### Sequential cells coloured by netlist name

Bar = 50 um. Other sequential cells in the stronger grey, the rest of the logic in the fainter grey.
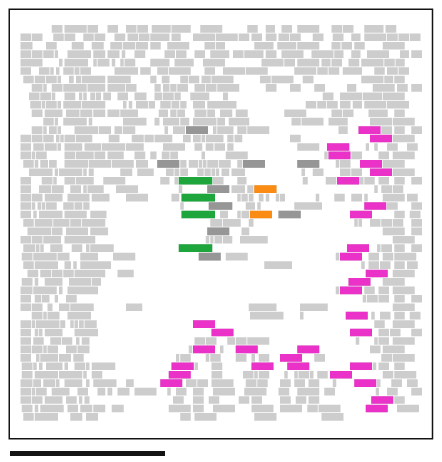
### Track usage over the die

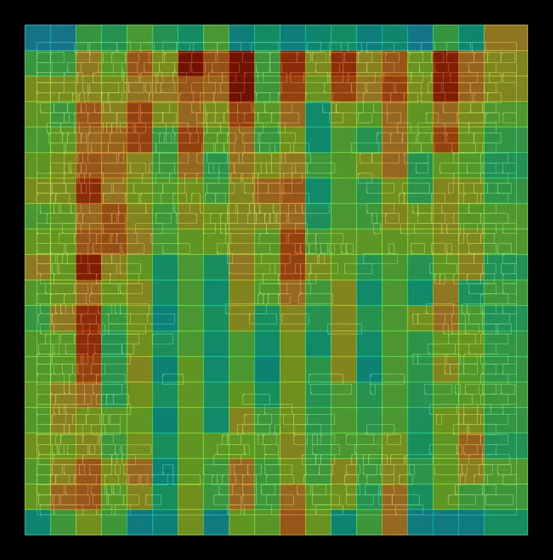
### Routed metal, one colour a layer

Bar = 50 um.
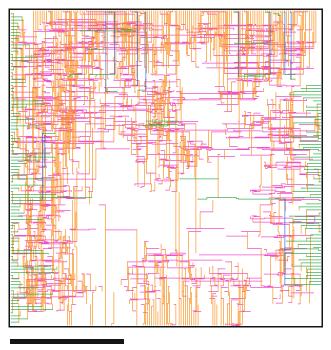
<file path="src/rtl/rtos_ctx_mem_arbiter.sv">
// rtos_ctx_mem_arbiter: shares one OBI data-memory master port between the core data port
//   (fixed highest priority) and NUM_CH round-robin RTOS context-unit memory channels.
// Latency: requests and grants are combinational, so the core path adds no cycles.
//   A context read presents its data 2 cycles after the address handshake with zero-wait memory.
// Backpressure: mem_req is withheld while the route FIFO holds MAX_OUTST in-flight transactions.
//   A request that is not granted is locked to its source until mem_gnt arrives.
//   Each channel read buffer stalls further reads on that channel until ctx_rd_data_ready drains it.
// Ports:
//   clk_i, rst_ni                    : clock and synchronous active-low reset
//   core_*                           : OBI slave port towards the core data interface
//   ctx_wr_* / ctx_rd_addr_*         : per-channel valid/ready request interfaces
//   ctx_rd_data_*                    : per-channel read-data interfaces; channel c uses slice [c*W +: W]
//   mem_*                            : OBI master port towards data memory
//   err_o                            : sticky flag for a response that arrives with nothing in flight
// Optional: define RTOS_CTX_STARVE_GUARD_EN to let a starved context channel beat the core
//   after STARVE_LIMIT consecutive lost cycles.

// Generic synchronous FIFO, used here to track which source owns each in-flight transaction.
module rtos_ctx_route_fifo #(
  parameter int WIDTH = 1,
  parameter int DEPTH = 2
) (
  input  logic             clk,
  input  logic             rst_n,
  input  logic             push,
  input  logic [WIDTH-1:0] push_dat,
  input  logic             pop,
  output logic [WIDTH-1:0] pop_dat,
  output logic             full,
  output logic             empty
);
  localparam int PW = (DEPTH > 1) ? $clog2(DEPTH) : 1;
  localparam int CW = $clog2(DEPTH + 1);

  logic [WIDTH-1:0] store [DEPTH];
  logic [PW-1:0]    wr_ptr;
  logic [PW-1:0]    rd_ptr;
  logic [CW-1:0]    count;
  logic             do_push;
  logic             do_pop;

  function automatic logic [PW-1:0] ptr_inc(input logic [PW-1:0] p);
    return (p == PW'(DEPTH - 1)) ? '0 : p + PW'(1);
  endfunction

  assign full    = (count == CW'(DEPTH));
  assign empty   = (count == '0);
  assign do_push = push && !full;
  assign do_pop  = pop && !empty;
  assign pop_dat = store[rd_ptr];

  always_ff @(posedge clk) begin
    if (!rst_n) begin
      wr_ptr <= '0;
      rd_ptr <= '0;
      count  <= '0;
    end else begin
      if (do_push) wr_ptr <= ptr_inc(wr_ptr);
      if (do_pop)  rd_ptr <= ptr_inc(rd_ptr);
      case ({do_push, do_pop})
        2'b10:   count <= count + CW'(1);
        2'b01:   count <= count - CW'(1);
        default: count <= count;
      endcase
    end
  end

  always_ff @(posedge clk) begin
    if (do_push) store[wr_ptr] <= push_dat;
  end
endmodule

module rtos_ctx_mem_arbiter #(
  parameter int NUM_CH       = 1,
  parameter int AW           = 32,
  parameter int DW           = 32,
  parameter int MAX_OUTST    = 2,
  parameter int STARVE_LIMIT = 8
) (
  input  logic                 clk_i,
  input  logic                 rst_ni,
  // core OBI slave
  input  logic                 core_req_i,
  output logic                 core_gnt_o,
  output logic                 core_rvalid_o,
  input  logic                 core_we_i,
  input  logic [DW/8-1:0]      core_be_i,
  input  logic [AW-1:0]        core_addr_i,
  input  logic [DW-1:0]        core_wdata_i,
  output logic [DW-1:0]        core_rdata_o,
  // context channels
  input  logic [NUM_CH-1:0]    ctx_wr_valid_i,
  output logic [NUM_CH-1:0]    ctx_wr_ready_o,
  input  logic [NUM_CH*AW-1:0] ctx_wr_addr_i,
  input  logic [NUM_CH*DW-1:0] ctx_wr_data_i,
  input  logic [NUM_CH-1:0]    ctx_rd_addr_valid_i,
  output logic [NUM_CH-1:0]    ctx_rd_addr_ready_o,
  input  logic [NUM_CH*AW-1:0] ctx_rd_addr_i,
  output logic [NUM_CH-1:0]    ctx_rd_data_valid_o,
  input  logic [NUM_CH-1:0]    ctx_rd_data_ready_i,
  output logic [NUM_CH*DW-1:0] ctx_rd_data_o,
  // memory OBI master
  output logic                 mem_req_o,
  input  logic                 mem_gnt_i,
  input  logic                 mem_rvalid_i,
  output logic                 mem_we_o,
  output logic [DW/8-1:0]      mem_be_o,
  output logic [AW-1:0]        mem_addr_o,
  output logic [DW-1:0]        mem_wdata_o,
  input  logic [DW-1:0]        mem_rdata_i,
  output logic                 err_o
);
  // Source encoding: 0 is the core, c+1 is context channel c.
  localparam int SRC_W = $clog2(NUM_CH + 1);
  localparam int CH_W  = (NUM_CH > 1) ? $clog2(NUM_CH) : 1;
  localparam int RT_W  = SRC_W + 1;

  typedef logic [SRC_W-1:0] src_t;
  typedef struct packed {
    src_t src;
    logic is_write;
  } route_t;

  logic [NUM_CH-1:0]    rd_buf_vld;
  logic [NUM_CH-1:0]    rd_inflight;
  logic [NUM_CH-1:0]    rd_elig;
  logic [NUM_CH-1:0]    ctx_elig;
  logic [NUM_CH*DW-1:0] rd_buf_dat;

  logic [CH_W-1:0] rr_ptr;
  logic [CH_W-1:0] rr_ch;
  logic [CH_W-1:0] sel_ch;
  logic [CH_W-1:0] next_ptr;
  logic            rr_found;

  logic locked;
  logic lock_wr;
  src_t lock_src;

  src_t sel_src;
  logic sel_wr;
  logic sel_any;
  logic sel_core;

  logic   fire;
  logic   pop;
  logic   fifo_full;
  logic   fifo_empty;
  route_t push_ent;
  route_t head;
  logic   err_q;
  logic   starve_fire;

  // A channel may only have one read outstanding, and not while its buffer still holds data.
  assign rd_elig  = ctx_rd_addr_valid_i & ~rd_buf_vld & ~rd_inflight;
  assign ctx_elig = ctx_wr_valid_i | rd_elig;

  // Round-robin search over the context channels, starting at rr_ptr.
  always_comb begin
    int idx;
    idx      = 0;
    rr_found = 1'b0;
    rr_ch    = '0;
    for (int i = 0; i < NUM_CH; i++) begin
      idx = int'(rr_ptr) + i;
      if (idx >= NUM_CH) idx = idx - NUM_CH;
      if (!rr_found && ctx_elig[idx]) begin
        rr_found = 1'b1;
        rr_ch    = CH_W'(idx);
      end
    end
  end

  // Source selection: a locked request always wins so the OBI payload stays stable.
  always_comb begin
    sel_src = '0;
    sel_wr  = 1'b0;
    sel_any = 1'b0;
    if (locked) begin
      sel_src = lock_src;
      sel_wr  = lock_wr;
      sel_any = 1'b1;
    end else if (core_req_i && !(starve_fire && rr_found)) begin
      sel_src = '0;
      sel_wr  = core_we_i;
      sel_any = 1'b1;
    end else if (rr_found) begin
      sel_src = src_t'(rr_ch) + src_t'(1);
      sel_wr  = ctx_wr_valid_i[rr_ch];
      sel_any = 1'b1;
    end
  end

  always_comb begin
    sel_ch = '0;
    for (int c = 0; c < NUM_CH; c++) begin
      if (sel_src == src_t'(c + 1)) sel_ch = CH_W'(c);
    end
  end

  assign sel_core  = (sel_src == '0);
  assign mem_req_o = rst_ni && sel_any && !fifo_full;
  assign fire      = mem_req_o && mem_gnt_i;
  assign pop       = mem_rvalid_i && !fifo_empty;
  assign next_ptr  = (sel_ch == CH_W'(NUM_CH - 1)) ? '0 : sel_ch + CH_W'(1);

  // Payload mux, forced to zero whenever no request is presented.
  always_comb begin
    mem_we_o    = 1'b0;
    mem_be_o    = '0;
    mem_addr_o  = '0;
    mem_wdata_o = '0;
    if (mem_req_o) begin
      if (sel_core) begin
        mem_we_o    = core_we_i;
        mem_be_o    = core_be_i;
        mem_addr_o  = core_addr_i;
        mem_wdata_o = core_wdata_i;
      end else begin
        mem_we_o = sel_wr;
        mem_be_o = '1;
        for (int c = 0; c < NUM_CH; c++) begin
          if (sel_ch == CH_W'(c)) begin
            mem_addr_o  = sel_wr ? ctx_wr_addr_i[c*AW +: AW] : ctx_rd_addr_i[c*AW +: AW];
            mem_wdata_o = sel_wr ? ctx_wr_data_i[c*DW +: DW] : '0;
          end
        end
      end
    end
  end

  // Grants back to the sources are combinational on mem_gnt.
  always_comb begin
    ctx_wr_ready_o      = '0;
    ctx_rd_addr_ready_o = '0;
    for (int c = 0; c < NUM_CH; c++) begin
      if (fire && !sel_core && sel_ch == CH_W'(c)) begin
        if (sel_wr) ctx_wr_ready_o[c] = 1'b1;
        else        ctx_rd_addr_ready_o[c] = 1'b1;
      end
    end
  end

  assign core_gnt_o    = fire && sel_core;
  assign core_rvalid_o = pop && (head.src == '0);
  assign core_rdata_o  = mem_rdata_i;

  assign push_ent.src      = sel_src;
  assign push_ent.is_write = sel_wr;

  rtos_ctx_route_fifo #(
    .WIDTH (RT_W),
    .DEPTH (MAX_OUTST)
  ) u_route_fifo (
    .clk      (clk_i),
    .rst_n    (rst_ni),
    .push     (fire),
    .push_dat (push_ent),
    .pop      (pop),
    .pop_dat  (head),
    .full     (fifo_full),
    .empty    (fifo_empty)
  );

  always_ff @(posedge clk_i) begin
    if (!rst_ni) begin
      locked      <= 1'b0;
      lock_src    <= '0;
      lock_wr     <= 1'b0;
      rr_ptr      <= '0;
      err_q       <= 1'b0;
      rd_buf_vld  <= '0;
      rd_inflight <= '0;
      rd_buf_dat  <= '0;
    end else begin
      if (mem_req_o && !mem_gnt_i) begin
        locked   <= 1'b1;
        lock_src <= sel_src;
        lock_wr  <= sel_wr;
      end else if (fire) begin
        locked <= 1'b0;
      end

      if (fire && !sel_core) rr_ptr <= next_ptr;

      if (mem_rvalid_i && fifo_empty) err_q <= 1'b1;

      for (int c = 0; c < NUM_CH; c++) begin
        if (rd_buf_vld[c] && ctx_rd_data_ready_i[c]) rd_buf_vld[c] <= 1'b0;
        if (fire && !sel_core && !sel_wr && sel_ch == CH_W'(c)) rd_inflight[c] <= 1'b1;
        // Context write responses carry nothing useful and are simply dropped.
        if (pop && head.src == src_t'(c + 1) && !head.is_write) begin
          rd_inflight[c]         <= 1'b0;
          rd_buf_vld[c]          <= 1'b1;
          rd_buf_dat[c*DW +: DW] <= mem_rdata_i;
        end
      end
    end
  end

  assign ctx_rd_data_valid_o = rd_buf_vld;
  assign ctx_rd_data_o       = rd_buf_dat;
  assign err_o               = err_q;

`ifdef RTOS_CTX_STARVE_GUARD_EN
  localparam int SC_W = $clog2(STARVE_LIMIT + 1);
  logic [SC_W-1:0] starve_cnt;

  assign starve_fire = (starve_cnt == SC_W'(STARVE_LIMIT));

  // Counts cycles a context channel waited while the core took the port; saturates at the limit.
  always_ff @(posedge clk_i) begin
    if (!rst_ni) begin
      starve_cnt <= '0;
    end else if (fire && !sel_core) begin
      starve_cnt <= '0;
    end else if ((|ctx_elig) && mem_req_o && sel_core && !starve_fire) begin
      starve_cnt <= starve_cnt + SC_W'(1);
    end
  end
`else
  assign starve_fire = 1'b0;
`endif
endmodule

</file>
<file path="config.mk">
export PLATFORM = sky130hd
export DESIGN_NAME = rtos_ctx_mem_arbiter
export DESIGN_NICKNAME = d
export VERILOG_FILES = /design/src/rtl/rtos_ctx_mem_arbiter.sv
export SDC_FILE = /design/constraint.sdc
export NUM_CORES = 1
export LEC_CHECK = 0
export CAP_MARGIN = 20
export CORE_AREA = 3 3 133 135
export DETAILED_ROUTE_END_ITERATION = 7
export DIE_AREA = 0 0 136 138
export HOLD_SLACK_MARGIN = 0.02
export SYNTH_ARGS = -nofsm -noshare
export SYNTH_HDL_FRONTEND = slang
export SYNTH_SLANG_ARGS = --single-unit
</file>
<file path="constraint.sdc">
create_clock -name clk_i -period 2.67 [get_ports clk_i]
set_input_delay 0.6675 -clock clk_i [delete_from_list [all_inputs] [get_ports clk_i]]
set_output_delay 0.6675 -clock clk_i [all_outputs]
set_load 0.05 [all_outputs]
</file>
==> ci_impl_report.md <==
### Metrics collected by this job

| Metric | Value |
|---|---|
| Status | finished, violations left |
| Failing checks | setup timing |
| Crit-path slowest cell | o311ai_4 |
| Yosys stat area | 0.003162 mm^2 |
| Synth Flop Type | dfxtp_1 |
| Row count | 47 |
| Syn Area/Cell | 7.826 um^2 |
| Clk_skew | 0.009712 ns |
| Worst Tran Pin Value | 0.5409 ns |
| Met3 Wirelength | 1314 um |
| Startpoint type of the worst setup path | primary input |
| P_leak | 0.003404 uW |
| Crit path max fanout | 7 |
| Drt drc | 0 |
| Min-delay worst type | flip-flop to flip-flop |
| Post CTS Setup Buffer Count | 8 |
| Top cell area share | between 20% and 30% |
| Final ANT Viol Nets | 0 |
| Fmax | 349.5 MHz |
| Placed cell count | 952 |
| First-pass GRT wire length | 25780 um |
| Fraction of registers with async set/reset | 0% |
| Fin cells | between 900 and 1000 |
| GR Util met2 | 32.52% |
| Complex Gates by Area | 24.54% |
| Most numerous logic cells after layout | clkdlybuf4s50_1, buf_12, nand2_1 |
| Max stage delay on crit path | 0.39 ns |
| Drt first-iter violations | 96 |
| Max reg flops | 32 |
| Required time of the critical path | 2.00 ns |
| WP data arrival | 2.19 ns |
| Net load switching power | 2044 uW |
| Count of final setup violators | slightly above 70 |
| Switching Share | ~43% |
| Hold_ws | a little under 0.5 ns |
| Highest-power group | combinational cells |
| Worst slack, placed | -0.5266 ns |
| Main area contributors | dfxtp_1, mux2i_1, a22o_1, nand2_1, buf_4 |
| RSZ-0062 raised after global routing | true |
| Nets | 957 |
| Crit path time final | 2.861 ns |
| Area Overhead vs Synth | 186.7% |
| Dominant combinational family | AND-OR/OR-AND gates |
| Total clock buffers created by CTS | 5 |
| Maximum capacitance violations | 0 |
| Post-route setup slack | -0.1909 ns |
| Synth cell count leaders | nand2_1, nor2_1, dfxtp_1 |
| Die Size | 0.01877 mm^2 |
| Total nets after synthesis | 610 |
| TritonCTS clock tree | yes |
| Combinational power | 3270 uW |
| Final HPWL DP | 13510 um |
| Post-Synth Simple-Gate Area | 17.93% |
| Xor+xnor area frac | 0.8310% |
| Wire length on met2 | 9266 um |
| PwrDens | 528.2 mW/mm^2 |
| Fin crit share | 107.1% |
| Adders+Majority by Area | less than 1% |
| Largest net degree at the start of global routing | 41 |
| CTS Sinks | 47 |
| Vias per inst | 4.445 |
| Port Buffer Count | between 300 and 400 |
| Number of enable flip-flop cells | 4 |
| Fill count | between 1000 and 1500 |
| Register Area | just under 0.001 mm^2 |
| Buffers and inverters on the worst path | 6 |
| Commonest Layout Cell | clkdlybuf4s50_1 |
| Root Driver | clkbuf_16 |
## Picture notes: 'Sequential cells coloured by netlist name'
Magenta marks ctx_rd_data_o, sequential cells 32. Green marks u_route_fifo.store, sequential cells 4, where middle. Orange marks u_route_fifo.count, sequential cells 2.

## Picture notes: 'Track usage over the die'
met3 usage in global routing: 4.033%
Wirelength per Cell: 17.72 um
Total GRT Usage: 16.98%
gr busiest metal: met2

## Picture notes: 'Routed metal, one colour a layer'
Blue marks metal 4, wire length 319 um. Orange marks metal 2, wire length 9270 um. Green marks metal 3, wire length 1310 um. Magenta marks metal 1, wire length 6320 um.

==> worst max path at each step <==
stage                                endpoint  slack [ns]                start  cells after the start
after global routing            mem_addr_o[6]       -0.23  ctx_rd_addr_valid_i                      9
after detailed placement        mem_addr_o[7]       -0.53       ctx_wr_valid_i                      7
after global placement         mem_addr_o[20]       -0.48  ctx_rd_addr_valid_i                      8
after CTS                      mem_addr_o[13]       -0.19  ctx_rd_addr_valid_i                     10
final                           mem_addr_o[5]       -0.19  ctx_rd_addr_valid_i                      9
after floorplan           ctx_rd_addr_ready_o       -0.14           core_req_i                      6
==> area by class of cell <==
cell class | count | share of cell area [%]
timing repair buffer | 402 | 54.35
multi-input combinational | 286 | 29.47
sequential | 47 | 10.84
tap | 220 | 3.037
clock buffer | 7 | 1.463
inverter | 9 | 0.5107
clock inverter | 1 | 0.3313
No activity file was given, so power comes from the tool's default toggle rates.
